File: src/rtl/hand_frame_sched_pkg.sv
`default_nettype none
// ============================================================================
//  Module   : hand_sig_pkg
//  Brief    : Shared defaults, widths and FSM state type for the hand-signal
//             frame scheduler.
//  Revision : 1.0  initial release
// ============================================================================
package hand_sig_pkg;

    localparam int IMG_WIDTH_DEF  = 1920;
    localparam int IMG_HEIGHT_DEF = 1080;
    localparam int NX_DEF         = 10;
    localparam int NY_DEF         = 8;

    localparam int IMG_WB = $clog2(IMG_WIDTH_DEF);
    localparam int IMG_HB = $clog2(IMG_HEIGHT_DEF);
    localparam int ZB     = $clog2(NX_DEF * NY_DEF);

    typedef enum logic [1:0] {
        IDLE   = 2'd0,
        ACTIVE = 2'd1,
        DRAIN  = 2'd2,
        LATCH  = 2'd3
    } sched_state_t;

endpackage
`default_nettype wire

File: src/rtl/hand_frame_sched_if.sv
`default_nettype none
// ============================================================================
//  Module   : hand_frame_sched_if
//  Brief    : Pixel stream, detector and result handshake bundle of the
//             frame scheduler. slave = scheduler view, master = environment.
//  Revision : 1.0  initial release
// ============================================================================
interface hand_frame_sched_if
    import hand_sig_pkg::*;
#(
    parameter int IMG_WB_P = IMG_WB,
    parameter int IMG_HB_P = IMG_HB,
    parameter int ZB_P     = ZB
) ();
    logic                pix_valid;
    logic                sof;
    logic                eol;
    logic [IMG_WB_P-1:0] x_pixel;
    logic [IMG_HB_P-1:0] y_pixel;
    logic [ZB_P-1:0]     zone_id;
    logic                frame_clr;
    logic                frame_latch;
    logic [ZB_P-1:0]     det_blue_zone;
    logic [ZB_P-1:0]     det_red_zone;
    logic                res_valid;
    logic                res_ready;
    logic [ZB_P-1:0]     res_blue_zone;
    logic [ZB_P-1:0]     res_red_zone;
    logic                res_stable;
    logic                res_overrun;
    logic                frame_err;

    modport slave (
        input  pix_valid, sof, eol, det_blue_zone, det_red_zone, res_ready,
        output x_pixel, y_pixel, zone_id, frame_clr, frame_latch,
               res_valid, res_blue_zone, res_red_zone, res_stable,
               res_overrun, frame_err
    );

    modport master (
        output pix_valid, sof, eol, det_blue_zone, det_red_zone, res_ready,
        input  x_pixel, y_pixel, zone_id, frame_clr, frame_latch,
               res_valid, res_blue_zone, res_red_zone, res_stable,
               res_overrun, frame_err
    );
endinterface
`default_nettype wire

File: src/rtl/hand_frame_sched_zone_counter.sv
`default_nettype none
// ============================================================================
//  Module   : hand_zone_counter
//  Brief    : Saturating position counter with a divider-free zone index.
//             clr restarts the count at 0 in the same cycle (the presented
//             position is already 0); zero forces the next value to 0.
//  Revision : 1.0  initial release
// ============================================================================
module hand_zone_counter #(
    parameter int LEN  = 1920,
    parameter int NSEG = 10,
    parameter int PW   = (LEN  > 1) ? $clog2(LEN)  : 1,
    parameter int ZW   = (NSEG > 1) ? $clog2(NSEG) : 1
) (
    input  logic          pclk,
    input  logic          rst,
    input  logic          clr,
    input  logic          zero,
    input  logic          inc,
    output logic [PW-1:0] pos,
    output logic [ZW-1:0] zone,
    output logic          at_max
);
    localparam int SEG = LEN / NSEG;
    localparam int SW  = (SEG > 1) ? $clog2(SEG) : 1;

    logic [PW-1:0] pos_q, pos_d, pos_base;
    logic [SW-1:0] seg_q, seg_d, seg_base;
    logic [ZW-1:0] zone_q, zone_d, zone_base;

    assign pos_base  = clr ? '0 : pos_q;
    assign seg_base  = clr ? '0 : seg_q;
    assign zone_base = clr ? '0 : zone_q;

    assign pos    = pos_base;
    assign zone   = zone_base;
    assign at_max = (pos_base == PW'(LEN - 1));

    // Next position: advance with segment wrap, hold at the last position.
    always_comb begin
        pos_d  = pos_base;
        seg_d  = seg_base;
        zone_d = zone_base;
        if (zero) begin
            pos_d  = '0;
            seg_d  = '0;
            zone_d = '0;
        end else if (inc && !at_max) begin
            pos_d = pos_base + 1'b1;
            if (seg_base == SW'(SEG - 1)) begin
                seg_d  = '0;
                zone_d = zone_base + 1'b1;
            end else begin
                seg_d = seg_base + 1'b1;
            end
        end
    end

    // Counter registers.
    always_ff @(posedge pclk or posedge rst) begin
        if (rst) begin
            pos_q  <= '0;
            seg_q  <= '0;
            zone_q <= '0;
        end else begin
            pos_q  <= pos_d;
            seg_q  <= seg_d;
            zone_q <= zone_d;
        end
    end
endmodule
`default_nettype wire

File: src/rtl/hand_frame_sched.sv
`default_nettype none
// ============================================================================
//  Module   : hand_frame_sched
//  Brief    : Frame controller: pixel coordinates and zone, clear/latch
//             strobes, result capture with stability qualifier, valid/ready
//             result hand-off, sticky overrun and framing error flags.
//             Optional macro HAND_SCHED_ERRCNT_EN adds a 16-bit saturating
//             err_cnt output counting framing error events.
//  Revision : 1.0  initial release
// ============================================================================
module hand_frame_sched
    import hand_sig_pkg::*;
#(
    parameter int IMG_WIDTH     = IMG_WIDTH_DEF,
    parameter int IMG_HEIGHT    = IMG_HEIGHT_DEF,
    parameter int NX            = NX_DEF,
    parameter int NY            = NY_DEF,
    parameter int DRAIN_CYC     = 4,
    parameter int STABLE_FRAMES = 3
) (
    input  logic              pclk,
    input  logic              rst,
`ifdef HAND_SCHED_ERRCNT_EN
    output logic [15:0]       err_cnt,
`endif
    hand_frame_sched_if.slave bus
);
    localparam int XW  = $clog2(IMG_WIDTH);
    localparam int YW  = $clog2(IMG_HEIGHT);
    localparam int ZW  = $clog2(NX * NY);
    localparam int ZXW = (NX > 1) ? $clog2(NX) : 1;
    localparam int ZYW = (NY > 1) ? $clog2(NY) : 1;
    localparam int DW  = $clog2(DRAIN_CYC + 1);
    localparam int SW  = (STABLE_FRAMES > 1) ? $clog2(STABLE_FRAMES) : 1;

    sched_state_t  state_q, state_d;
    logic [DW-1:0] drain_cnt_q, drain_cnt_d;
    logic [ZW-1:0] res_blue_q, res_blue_d, res_red_q, res_red_d;
    logic [SW-1:0] stab_cnt_q, stab_cnt_d, stab_nxt;
    logic          res_valid_q, res_valid_d, res_stable_q, res_stable_d;
    logic          res_overrun_q, res_overrun_d, frame_err_q, frame_err_d;
    logic          have_prev_q, have_prev_d;

    logic           start, pix_acc, eol_acc, last_line, err_ev, same_zones;
    logic           x_at_max, y_at_max;
    logic [XW-1:0]  x_pos;
    logic [YW-1:0]  y_pos;
    logic [ZXW-1:0] zx;
    logic [ZYW-1:0] zy;

    // A sof pixel starts a frame from any state except the latch cycle.
    assign start     = bus.pix_valid && bus.sof && (state_q != LATCH);
    assign pix_acc   = bus.pix_valid && (start || state_q == ACTIVE);
    assign eol_acc   = pix_acc && bus.eol;
    assign last_line = eol_acc && y_at_max;
    assign err_ev    = (start && (state_q == ACTIVE || state_q == DRAIN))
                     || (eol_acc && !x_at_max)
                     || (pix_acc && !bus.eol && x_at_max);

    hand_zone_counter #(.LEN(IMG_WIDTH), .NSEG(NX), .PW(XW), .ZW(ZXW)) u_col (
        .pclk(pclk), .rst(rst), .clr(start), .zero(eol_acc),
        .inc(pix_acc && !bus.eol), .pos(x_pos), .zone(zx), .at_max(x_at_max)
    );

    hand_zone_counter #(.LEN(IMG_HEIGHT), .NSEG(NY), .PW(YW), .ZW(ZYW)) u_row (
        .pclk(pclk), .rst(rst), .clr(start), .zero(last_line),
        .inc(eol_acc), .pos(y_pos), .zone(zy), .at_max(y_at_max)
    );

    assign same_zones = have_prev_q && (bus.det_blue_zone == res_blue_q)
                                    && (bus.det_red_zone  == res_red_q);
    assign stab_nxt   = !same_zones ? '0 :
                        (stab_cnt_q == SW'(STABLE_FRAMES - 1)) ? stab_cnt_q :
                        stab_cnt_q + 1'b1;

    assign bus.x_pixel       = x_pos;
    assign bus.y_pixel       = y_pos;
    assign bus.zone_id       = ZW'(ZW'(zy) * ZW'(NX) + ZW'(zx));
    assign bus.frame_clr     = start;
    assign bus.frame_latch   = (state_q == LATCH);
    assign bus.res_valid     = res_valid_q;
    assign bus.res_blue_zone = res_blue_q;
    assign bus.res_red_zone  = res_red_q;
    assign bus.res_stable    = res_stable_q;
    assign bus.res_overrun   = res_overrun_q;
    assign bus.frame_err     = frame_err_q;

    // Frame sequencing, result capture and downstream handshake.
    always_comb begin
        state_d       = state_q;
        drain_cnt_d   = '0;
        res_valid_d   = res_valid_q;
        res_blue_d    = res_blue_q;
        res_red_d     = res_red_q;
        res_stable_d  = res_stable_q;
        res_overrun_d = res_overrun_q;
        frame_err_d   = frame_err_q || err_ev;
        stab_cnt_d    = stab_cnt_q;
        have_prev_d   = have_prev_q;
        if (res_valid_q && bus.res_ready) res_valid_d = 1'b0;
        case (state_q)
            IDLE:   if (start) state_d = last_line ? DRAIN : ACTIVE;
            ACTIVE: if (last_line) state_d = DRAIN;
            DRAIN: begin
                if (start)                                   state_d = last_line ? DRAIN : ACTIVE;
                else if (drain_cnt_q == DW'(DRAIN_CYC - 1)) state_d = LATCH;
                else                                         drain_cnt_d = drain_cnt_q + 1'b1;
            end
            LATCH: begin
                state_d      = IDLE;
                res_blue_d   = bus.det_blue_zone;
                res_red_d    = bus.det_red_zone;
                res_valid_d  = 1'b1;
                stab_cnt_d   = stab_nxt;
                res_stable_d = (stab_nxt == SW'(STABLE_FRAMES - 1));
                have_prev_d  = 1'b1;
                // A simultaneous accept consumes the old result: not an overrun.
                if (res_valid_q && !bus.res_ready) res_overrun_d = 1'b1;
            end
            default: state_d = IDLE;
        endcase
    end

    // State and result registers.
    always_ff @(posedge pclk or posedge rst) begin
        if (rst) begin
            state_q       <= IDLE;
            drain_cnt_q   <= '0;
            res_valid_q   <= 1'b0;
            res_blue_q    <= '0;
            res_red_q     <= '0;
            res_stable_q  <= 1'b0;
            res_overrun_q <= 1'b0;
            frame_err_q   <= 1'b0;
            stab_cnt_q    <= '0;
            have_prev_q   <= 1'b0;
        end else begin
            state_q       <= state_d;
            drain_cnt_q   <= drain_cnt_d;
            res_valid_q   <= res_valid_d;
            res_blue_q    <= res_blue_d;
            res_red_q     <= res_red_d;
            res_stable_q  <= res_stable_d;
            res_overrun_q <= res_overrun_d;
            frame_err_q   <= frame_err_d;
            stab_cnt_q    <= stab_cnt_d;
            have_prev_q   <= have_prev_d;
        end
    end

`ifdef HAND_SCHED_ERRCNT_EN
    logic [15:0] err_cnt_q, err_cnt_d;

    // Saturating count of framing error events.
    always_comb begin
        err_cnt_d = err_cnt_q;
        if (err_ev && err_cnt_q != 16'hFFFF) err_cnt_d = err_cnt_q + 16'd1;
    end

    // Error counter register.
    always_ff @(posedge pclk or posedge rst) begin
        if (rst) err_cnt_q <= '0;
        else     err_cnt_q <= err_cnt_d;
    end

    assign err_cnt = err_cnt_q;
`endif
endmodule
`default_nettype wire
File: src/flat_wrapper.sv
// flat-port wrapper written by rule: the top's interface ports become plain ports
module hand_frame_sched_flat import hand_sig_pkg::*;
#(
    parameter int IMG_WIDTH     = IMG_WIDTH_DEF,
    parameter int IMG_HEIGHT    = IMG_HEIGHT_DEF,
    parameter int NX            = NX_DEF,
    parameter int NY            = NY_DEF,
    parameter int DRAIN_CYC     = 4,
    parameter int STABLE_FRAMES = 3
)
  (pclk, rst, bus_pix_valid, bus_sof, bus_eol, bus_det_blue_zone, bus_det_red_zone, bus_res_ready, bus_x_pixel, bus_y_pixel, bus_zone_id, bus_frame_clr, bus_frame_latch, bus_res_valid, bus_res_blue_zone, bus_res_red_zone, bus_res_stable, bus_res_overrun, bus_frame_err);
  hand_frame_sched_if bus_i ();
  input  logic pclk;
  input  logic rst;
  input wire logic [$bits(bus_i.pix_valid)-1:0] bus_pix_valid;
  input wire logic [$bits(bus_i.sof)-1:0] bus_sof;
  input wire logic [$bits(bus_i.eol)-1:0] bus_eol;
  input wire logic [$bits(bus_i.det_blue_zone)-1:0] bus_det_blue_zone;
  input wire logic [$bits(bus_i.det_red_zone)-1:0] bus_det_red_zone;
  input wire logic [$bits(bus_i.res_ready)-1:0] bus_res_ready;
  output wire logic [$bits(bus_i.x_pixel)-1:0] bus_x_pixel;
  output wire logic [$bits(bus_i.y_pixel)-1:0] bus_y_pixel;
  output wire logic [$bits(bus_i.zone_id)-1:0] bus_zone_id;
  output wire logic [$bits(bus_i.frame_clr)-1:0] bus_frame_clr;
  output wire logic [$bits(bus_i.frame_latch)-1:0] bus_frame_latch;
  output wire logic [$bits(bus_i.res_valid)-1:0] bus_res_valid;
  output wire logic [$bits(bus_i.res_blue_zone)-1:0] bus_res_blue_zone;
  output wire logic [$bits(bus_i.res_red_zone)-1:0] bus_res_red_zone;
  output wire logic [$bits(bus_i.res_stable)-1:0] bus_res_stable;
  output wire logic [$bits(bus_i.res_overrun)-1:0] bus_res_overrun;
  output wire logic [$bits(bus_i.frame_err)-1:0] bus_frame_err;
  assign bus_i.pix_valid = bus_pix_valid;
  assign bus_i.sof = bus_sof;
  assign bus_i.eol = bus_eol;
  assign bus_i.det_blue_zone = bus_det_blue_zone;
  assign bus_i.det_red_zone = bus_det_red_zone;
  assign bus_i.res_ready = bus_res_ready;
  assign bus_x_pixel = bus_i.x_pixel;
  assign bus_y_pixel = bus_i.y_pixel;
  assign bus_zone_id = bus_i.zone_id;
  assign bus_frame_clr = bus_i.frame_clr;
  assign bus_frame_latch = bus_i.frame_latch;
  assign bus_res_valid = bus_i.res_valid;
  assign bus_res_blue_zone = bus_i.res_blue_zone;
  assign bus_res_red_zone = bus_i.res_red_zone;
  assign bus_res_stable = bus_i.res_stable;
  assign bus_res_overrun = bus_i.res_overrun;
  assign bus_frame_err = bus_i.frame_err;
  hand_frame_sched #(.IMG_WIDTH(IMG_WIDTH), .IMG_HEIGHT(IMG_HEIGHT), .NX(NX), .NY(NY), .DRAIN_CYC(DRAIN_CYC), .STABLE_FRAMES(STABLE_FRAMES)) u_core (.pclk(pclk), .rst(rst), .bus(bus_i));
endmodule
File: config.mk
export PLATFORM = sky130hd
export DESIGN_NAME = hand_frame_sched_flat
export DESIGN_NICKNAME = d
export VERILOG_FILES = /design/src/rtl/hand_frame_sched_pkg.sv /design/src/rtl/hand_frame_sched_if.sv /design/src/rtl/hand_frame_sched_zone_counter.sv /design/src/rtl/hand_frame_sched.sv /design/src/flat_wrapper.sv
export SDC_FILE = /design/constraint.sdc
export NUM_CORES = 1
export LEC_CHECK = 0
export ABC_AREA = 1
export CAP_MARGIN = 30
export CELL_PAD_IN_SITES_DETAIL_PLACEMENT = 0
export CELL_PAD_IN_SITES_GLOBAL_PLACEMENT = 1
export CORE_ASPECT_RATIO = 0.8
export CORE_MARGIN = 2
export CORE_UTILIZATION = 25
export CTS_CLUSTER_DIAMETER = 100
export DETAILED_ROUTE_END_ITERATION = 6
export PLACE_DENSITY = 0.65
export REMOVE_ABC_BUFFERS = 1
export SYNTH_ARGS = -nofsm -noshare
export SYNTH_HDL_FRONTEND = slang
export SYNTH_SLANG_ARGS = --single-unit
export TNS_END_PERCENT = 100
File: constraint.sdc
create_clock -name pclk -period 3.7 [get_ports pclk]
set_clock_uncertainty 0.05 [all_clocks]
set_input_delay 0.74 -clock pclk [delete_from_list [all_inputs] [get_ports pclk]]
set_output_delay 0.74 -clock pclk [all_outputs]
set_load 0.05 [all_outputs]
Fig. 1: run 1, pin placement
Scale: 2 px per um. Pins as bars across the die edge, other pins in grey.
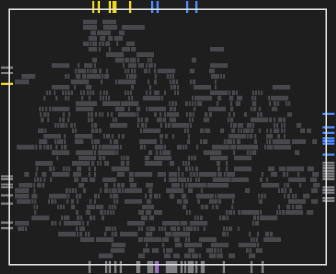
| port | colour | pins | direction | edge |
|---|---|---|---|---|
| `bus_y_pixel` | blue | 11 | output | 7 east, 4 north |
| `bus_frame_latch` | purple | 1 | output | south |
| `bus_zone_id` | yellow | 7 | output | 6 north, 1 west |
all pins by edge: 29 south, 19 east, 11 west, 10 north

Fig. 2: run 1, clock network drawn from the DEF
Scale: 4 px per um.
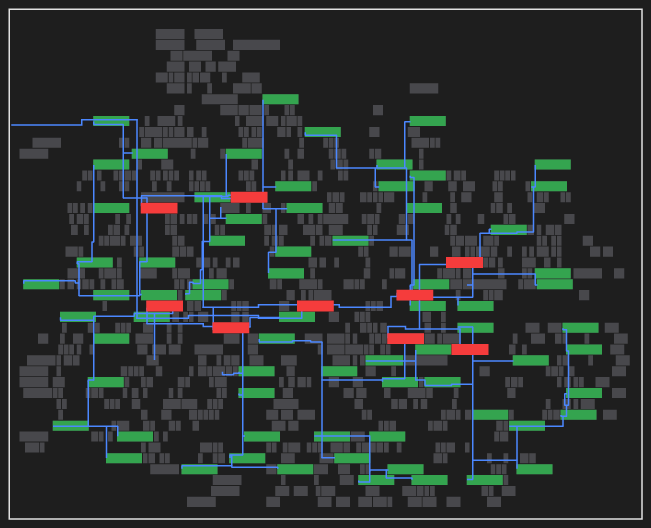
[clock wires] blue | length: 1260 um
[cells driving clock nets] red | count: 9
[flip-flops] green | count: 71
routed clock nets: 10

Fig. 3: run 1, the metal 2 layer
Scale: 2 px per um. Cells faint in the background.
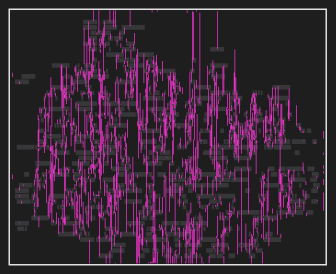
wire length on this layer: 5690 um
share of all routed wire: 45%
main direction: vertical
nets with wire on the layer: 588
longest straight run: 67.7 um

Fig. 4: run 1, clock wiring as the flow saved it
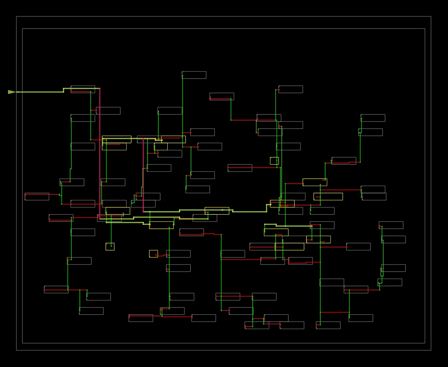
registers: 71
CTS Buf Count: 9
Late-Pin Clk Latency: 330 ps

==> out/qor.txt, run 1 <==
synthesized area = 4730 sq um
Hold Path Sink = u_core.drain_cnt_q[0]$_DFF_PP0_
Startpoint Class = register
Detail Placement HPWL = 9.20 mm
Top-area cell share = 37.6%
Top class by area = multi-input combinational cells
Residual DRC = 0
Fillers = 1900
reg2reg setup slack = 760 ps
via count = 4294
GRT busiest layer = met2
routed wire length = 12.7 mm
DR WL met2 = 5.69 mm
global-route wire length before repair = 21.2 mm
core area = 18300 sq um
distinct lib cells = 40
met2 Use GR = 20.8%
sequential power share = 25.3%
CTS Root Cell = clkbuf_16
total sequential power = 1.20 mW
initial antenna violation count = 0
Routed WL per cell = 12.6 um
Worst EP required = 2910 ps
clock transition at the registers of the reported paths = 60 ps
layout clock buffer count = 10
GRT overflow = 0
clk cell area share = 5.55%
vias in the first global route = 4128
port buffer count = 68
Hold Startpoint = u_core.drain_cnt_q[0]$_DFF_PP0_
Longest Clk Path Bufs = 2
Top Ports = 69
setup violators final = 0
type of the worst setup path = reg2out
Ant. Diodes = 0
top sig layer = met4
most frequent cells in the layout = nand2_1 (194), nor2_1 (85), inv_1 (81)
CTS tree = yes
Cells after Synth = 664
leading area contributor after synthesis = dfrtp_1
Logic Gate Count = 484
crit path buf inv count = 3
layout cells sized above 1 = 15.2%
max-slew violation count = 0
Syn Area/Cell = 7.12 sq um
initial DRC count = 153
peak fanout along the critical path = 3
Non-clk bufs = 98
LEAKAGE = 3.20 nW
Die Height = 127 um
Top delay family on crit path = adder cells
status = finished clean
largest net degree at the start of global routing = 40
Worst R2R End = u_core.u_col.seg_q[6]$_DFF_PP0_
internal power = 2.67 mW
Peak Freq = 0.286 GHz
metal3 WL = 422 um
Final non-clock buffer share = 17.1%
sequential area share after synthesis = 37.6%
Tot GR Track Use = 13.3%
Placed Cells = 991
register area = 1780 sq um
Slew headroom = 63.1%
Final Power = 4.75 mW
H-tree lvl count = 3
Seq/total area = 27.8%
metal1 wirelength = 6.55 mm
MaxCap Viol Count = 0
final std cells w/o fill = 1010
Worst Hold Depth = 1
combinational group share of total power = 52.6%
met3 Track Usage GR = 3.02%
synth warn = 0
clock group share of total power = 22.0%
top cells by area = dfrtp_1 (38%), nand2_1 (15%), nor2_1 (6.8%)
Floorplan Utilization = 25.8%
worst slew pin tran = 553 ps
Power Combinational = 2.50 mW
worst reg-to-reg path cell count = 13
Hold Slack = 392 ps
Switch Pwr = 2.08 mW
Tap Count = 253
Yosys reg bits = 71
chip area = 20000 sq um
Sw Share = 43.9%
power density over the cells = 743 nW/um^2
worst path cell trace = ha_1 -> inv_4 -> nand3_4 -> nand2_2 -> inv_1 -> ha_1 -> ha_4 -> nand2_1 -> nand2_1 -> a31oi_2 -> nor3b_2 -> xor2_1 -> bufbuf_16
VDD IR max = 0.000333 V
fin nets = 793
cycle use final = 94.6%
leading power group = combinational cells
Comb area = 2520 sq um
post-synthesis to final-layout area growth = 35.3%
minimum clock period = 3500 ps
crit path from = u_core.state_q[1]$_DFFE_PP0P_
Worst setup EP type = output pin
[run 1: cell families after synthesis]
group                      count (synthesis)  share of synthesized area [%]
and+or+nand+nor                          376                           35.0
buffers and inverters                    109                           9.84
DFF                                       71                           37.6
AOI/OAI and AO/OA                         59                           6.74
xor gates and xnor gates                  28                           5.18
adders and majority gates                 21                           5.71
[run 1: per-stage QoR]
stage               util, %  instance area [sq um]  TNS (ps)  setup slack [ps]
detailed placement     32.6                   5970      -385              -177
finish                 34.9                   6400         0               201
global route           34.9                   6400         0              6.19
floorplan                 -                   4600    -18350             -1270
global placement       32.6                   5970      -344              -173
CTS                    34.8                   6380         0              36.1
[run 1: repair_timing]
action / in CTS / in global routing
pin swaps: 4 / 1
setup buffers: 1 / 2
hold endpoints to repair: 0 / 0
setup endpoints to repair: 3 / 3
resized: 10 / 2
[run 1: flip-flops by register name, indices dropped and copies added, names as in the netlist, 2 cells and up]
| register | flops |
|---|---|
| u_core.bus.res_blue_zone | 7 |
| u_core.bus.res_red_zone | 7 |
| u_core.drain_cnt_q | 3 |
| u_core.stab_cnt_q | 2 |
| u_core.state_q | 2 |
| u_core.u_col.pos_q | 11 |
| u_core.u_col.seg_q | 8 |
| u_core.u_col.zone_q | 4 |
| u_core.u_row.pos_q | 11 |
| u_core.u_row.seg_q | 8 |
| u_core.u_row.zone_q | 3 |
[run 1: cells in the mapped netlist (all sizes together)]
cell type / n
nand3b: 1
xnor2: 7
nand4: 17
dfrtp: 71
a22oi: 1
fa: 1
or2: 4
nand3: 49
ha: 20
o22ai: 4
xor2: 21
a21oi: 8
a22o: 1
inv: 87
nor2: 94
buf: 17
clkinv: 1
o21ai: 41
nand2: 201
a31oi: 1
clkbuf: 4
a21boi: 1
nor3: 7
nor3b: 2
o21bai: 2
nor4: 1
==> run 2, diff against run 1 <==
CTS_CLUSTER_DIAMETER = 40   (was 100)
GPL_TIMING_DRIVEN = 1   (was unset)
SETUP_SLACK_MARGIN = 0.3   (was unset)
==> run 2 against run 1 <==
Against the previous run:
- first-iteration DRC count grew 22%
- via count grew 0.21%
- combinational power hardly changed
- total power grew 0.42%
- sequential share of layout area shrank 0.14 points
- count of clock-buffer cells in the layout unchanged
- critical path type unchanged
- largest cell class unchanged
- largest power group unchanged
- highest routed layer unchanged
==> out/qor.txt, run 2 <==
synthesized area = 4730 sq um (unchanged)
Final Power = 4.77 mW (+0.42%)
leading power group = combinational cells
Tot GR Track Use = 13.4% (+0.036 points)
most numerous logic cell after layout = nand2_1
setup violators final = 0 (unchanged)
Yosys reg bits = 71 (unchanged)
Comb area = 2550 sq um (+1.2%)
CP Data Arrival Time = 2540 ps
Placed Cells = 991 (unchanged)
final hold vios = 0
cycle use final = 90.0% (-4.6 points)
Peak Freq = 0.300 GHz (+5.1%)
post-synthesis to final-layout area growth = 35.9%
metal3 WL = 426 um (+0.95%)
PnR worst setup slack = 370 ps (+169 ps)
DIE WIDTH = 158 um
unrepaired setup endpoints after global routing = true
slowest CP cell = dfrtp_1
routed vias/inst = 4.26
Startpoint Class = register
ys flop type = dfrtp_1
pre-CTS setup slack = -177 ps (unchanged)
crit path from = u_core.state_q[1]$_DFFE_PP0P_
Late-Pin Clk Latency = 330 ps (about the same)
ys cells = 664
metal1 wirelength = 6.56 mm (+0.14%)
Worst EP required = 2910 ps (about the same)
largest registers = u_core.u_col.pos_q: 11 flops, u_core.u_row.pos_q: 11 flops
combinational group share of total power = 52.8% (+0.2 points)
max-slew violation count = 0 (unchanged)
top sig layer = met4
crit path buf inv count = 4 (+1)
Top delay family on crit path = adder cells
DR WL met2 = 5.69 mm (+0.14%)
Top-area cell share = 37.6% (unchanged)
Cells after Synth = 664 (unchanged)
final std cells w/o fill = 1010 (unchanged)
Top Ports = 69 (unchanged)
internal power = 2.68 mW (+0.35%)
leading area contributor after synthesis = dfrtp_1
synth warn = 0 (unchanged)
Routed WL per cell = 12.6 um (+0.17%)
type of the worst setup path = reg2out
GRT overflow = 0 (unchanged)
H-tree lvl count = 3 (unchanged)
fin nets = 793 (unchanged)
minimum clock period = 3330 ps (-169 ps)
initial DRC count = 186 (+22%)
Ant. Diodes = 0 (unchanged)
chip area line of the yosys report = 4730 sq um
Residual DRC = 0 (unchanged)
VDD IR max = 0.000333 V (-0.11%)
worst min path class = reg2reg
register area = 1780 sq um (about the same)
Power Combinational = 2.52 mW (about the same)
total sequential power = 1.21 mW (about the same)
Syn Area/Cell = 7.12 sq um (unchanged)
core area = 18300 sq um (unchanged)
Floorplan Utilization = 25.8% (unchanged)
largest net degree at the start of global routing = 40 (unchanged)
Detail Placement HPWL = 9.20 mm (unchanged)
LEAKAGE = 3.19 nW (-0.31%)
reg-to-reg startpoint = u_core.state_q[1]$_DFFE_PP0P_
chip area = 20000 sq um (unchanged)
Detail Route Antenna Nets = 0
initial antenna violation count = 0 (unchanged)
synth cell count leaders = nand2_1 (195), nor2_1 (86), inv_1 (82)
count leader, synth = nand2_1
Hold Startpoint = u_core.drain_cnt_q[0]$_DFF_PP0_
power density over the cells = 742 nW/um^2 (about the same)
Fillers = 1899 (-0.053%)
Sw Share = 43.9% (about the same)
Row Count = 44
routed wire length = 12.8 mm (+0.17%)
Switch Pwr = 2.10 mW (+0.50%)
clock transition at the registers of the reported paths = 60 ps (about the same)
MaxCap Viol Count = 0 (unchanged)
Die Height = 127 um (unchanged)
Slew headroom = 63.3% (+0.23 points)
CTS Root Cell = clkbuf_16
most frequent cells in the layout = nand2_1 (193), nor2_1 (85), inv_1 (80)
Longest Clk Path Bufs = 2 (unchanged)
drt pass-1 iters = 7
global-route wire length before repair = 21.3 mm (+0.23%)
Worst setup EP type = output pin
sequential area share after synthesis = 37.6% (unchanged)
peak fanout along the critical path = 16 (+13)
vias in the first global route = 4133 (+0.12%)
port buffer count = 68 (unchanged)
worst path cell trace = ha_4 -> inv_4 -> nand3_4 -> buf_6 -> nand2_1 -> inv_1 -> ha_1 -> fa_2 -> nand2_1 -> a21oi_1 -> xor2_1 -> buf_12
Tool Warnings = 31
distinct lib cells = 40 (unchanged)
Critical Path Max Stage Delay = 410 ps
sequential power share = 25.3% (about the same)
Most common cell on crit path = nand2_1
RD Place Congestion = 0.754
CTS tree = yes
Setup TNS = 0 ps (unchanged)
EDFF count, synth = 0 (unchanged)
via count = 4303 (+0.21%)
worst slew pin tran = 550 ps (-3.47 ps)
status = finished clean
hold_buf cts = 0
CTS Buf Count = 9 (unchanged)
ys async rst share = 100% (unchanged)
layout cells sized above 1 = 15.7% (+0.53 points)
top cells by area = dfrtp_1 (38%), nand2_1 (15%), nor2_1 (6.8%)
==> run 2: cell counts after synthesis <==
No cell type changed its count.
==> run 2: what timing repair did <==
item,CTS,global route
endpoints found under the setup margin,5,3
setup buffers,3,0
gates resized,18,3
pin swaps,6,5
==> run 2: path summary, 6_finish.rpt <==
| kind | cells after the start | to | slack [ps] |
|---|---|---|---|
| hold / removal | 1 | u_core.drain_cnt_q[0]$_DFF_PP0_ | 390 |
| min in group asynchronous | 2 | u_core.u_col.pos_q[5]$_DFF_PP0_ | 720 |
| max in group asynchronous | 3 | u_core.u_row.seg_q[1]$_DFF_PP0_ | 2060 |
| hold reg to reg | 1 | u_core.drain_cnt_q[0]$_DFF_PP0_ | 390 |
| setup / recovery | 12 | bus_zone_id[5] | 370 |
| setup reg to reg | 13 | u_core.u_col.seg_q[6]$_DFF_PP0_ | 870 |
==> run 2: final cells by class <==
type	instances	share of cell area (%)
multi-input combinational	484	39.7
timing repair buffer	98	17.0
clock buffer	10	3.72
tap	253	4.92
inverter	88	5.18
clock inverter	6	1.81
sequential	71	27.6
==> run 2: per-layer routing <==
layer	track usage, %	vias to the layer above
met5	0	-
met4	2.41	0
met3	3.02	4
met2	20.8	63
met1	19.1	1972
li1	-	2264
==> run 2: logic make-up (layout without fill, tap and decap cells) <==
logic type,Yosys count,in the layout,synth area share (%)
DFF,71,71,37.6
xor gates and xnor gates,28,28,5.18
buffers and inverters,109,202,9.84
adders and majority gates,21,21,5.71
and+or+nand+nor,376,376,35.0
AOI/OAI and AO/OA,59,59,6.74
==> run 2: stage by stage <==
step	hold WS [ps]	util, %	area [sq um]
after floorplan	366	-	4600
after global placement	386	32.6	5970
after detailed placement	383	32.6	5970
after CTS	393	35.1	6430
after global routing	429	35.1	6430
final	392	35.1	6430
Fig. 5: run 2, cell classes on the final placement
Scale: 2 px per um. Fill, decap, tap and diode cells in grey.
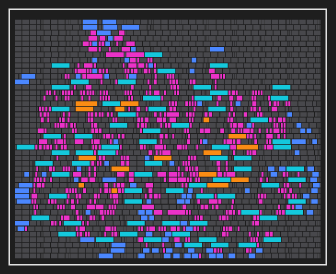
| class | colour | cells | share of their area |
|---|---|---|---|
| flip-flops | cyan | 71 | 29% |
| all other logic | magenta | 572 | 47% |
| clock drivers and dummy loads | orange | 16 | 5.8% |
| other buffers and delay cells | blue | 98 | 18% |

Fig. 6: run 2, clock wiring as the flow saved it
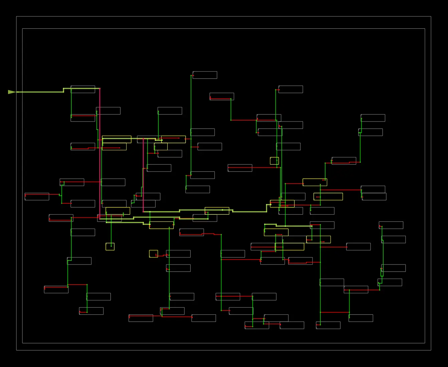
clk pwr: 1.05 mW
layout clock buffer count: 10
clk sinks: 71

Fig. 7: run 2, clock network drawn from the DEF
Scale: 4 px per um.
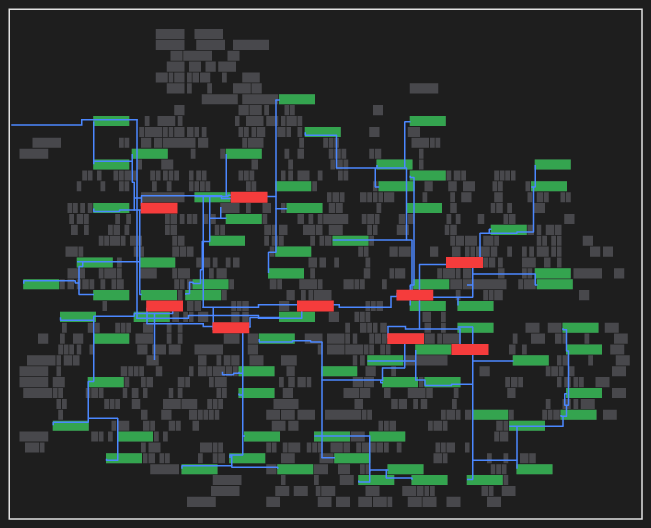
clock group share of total power: 21.9%

Power is estimated from default activity; no workload was simulated.
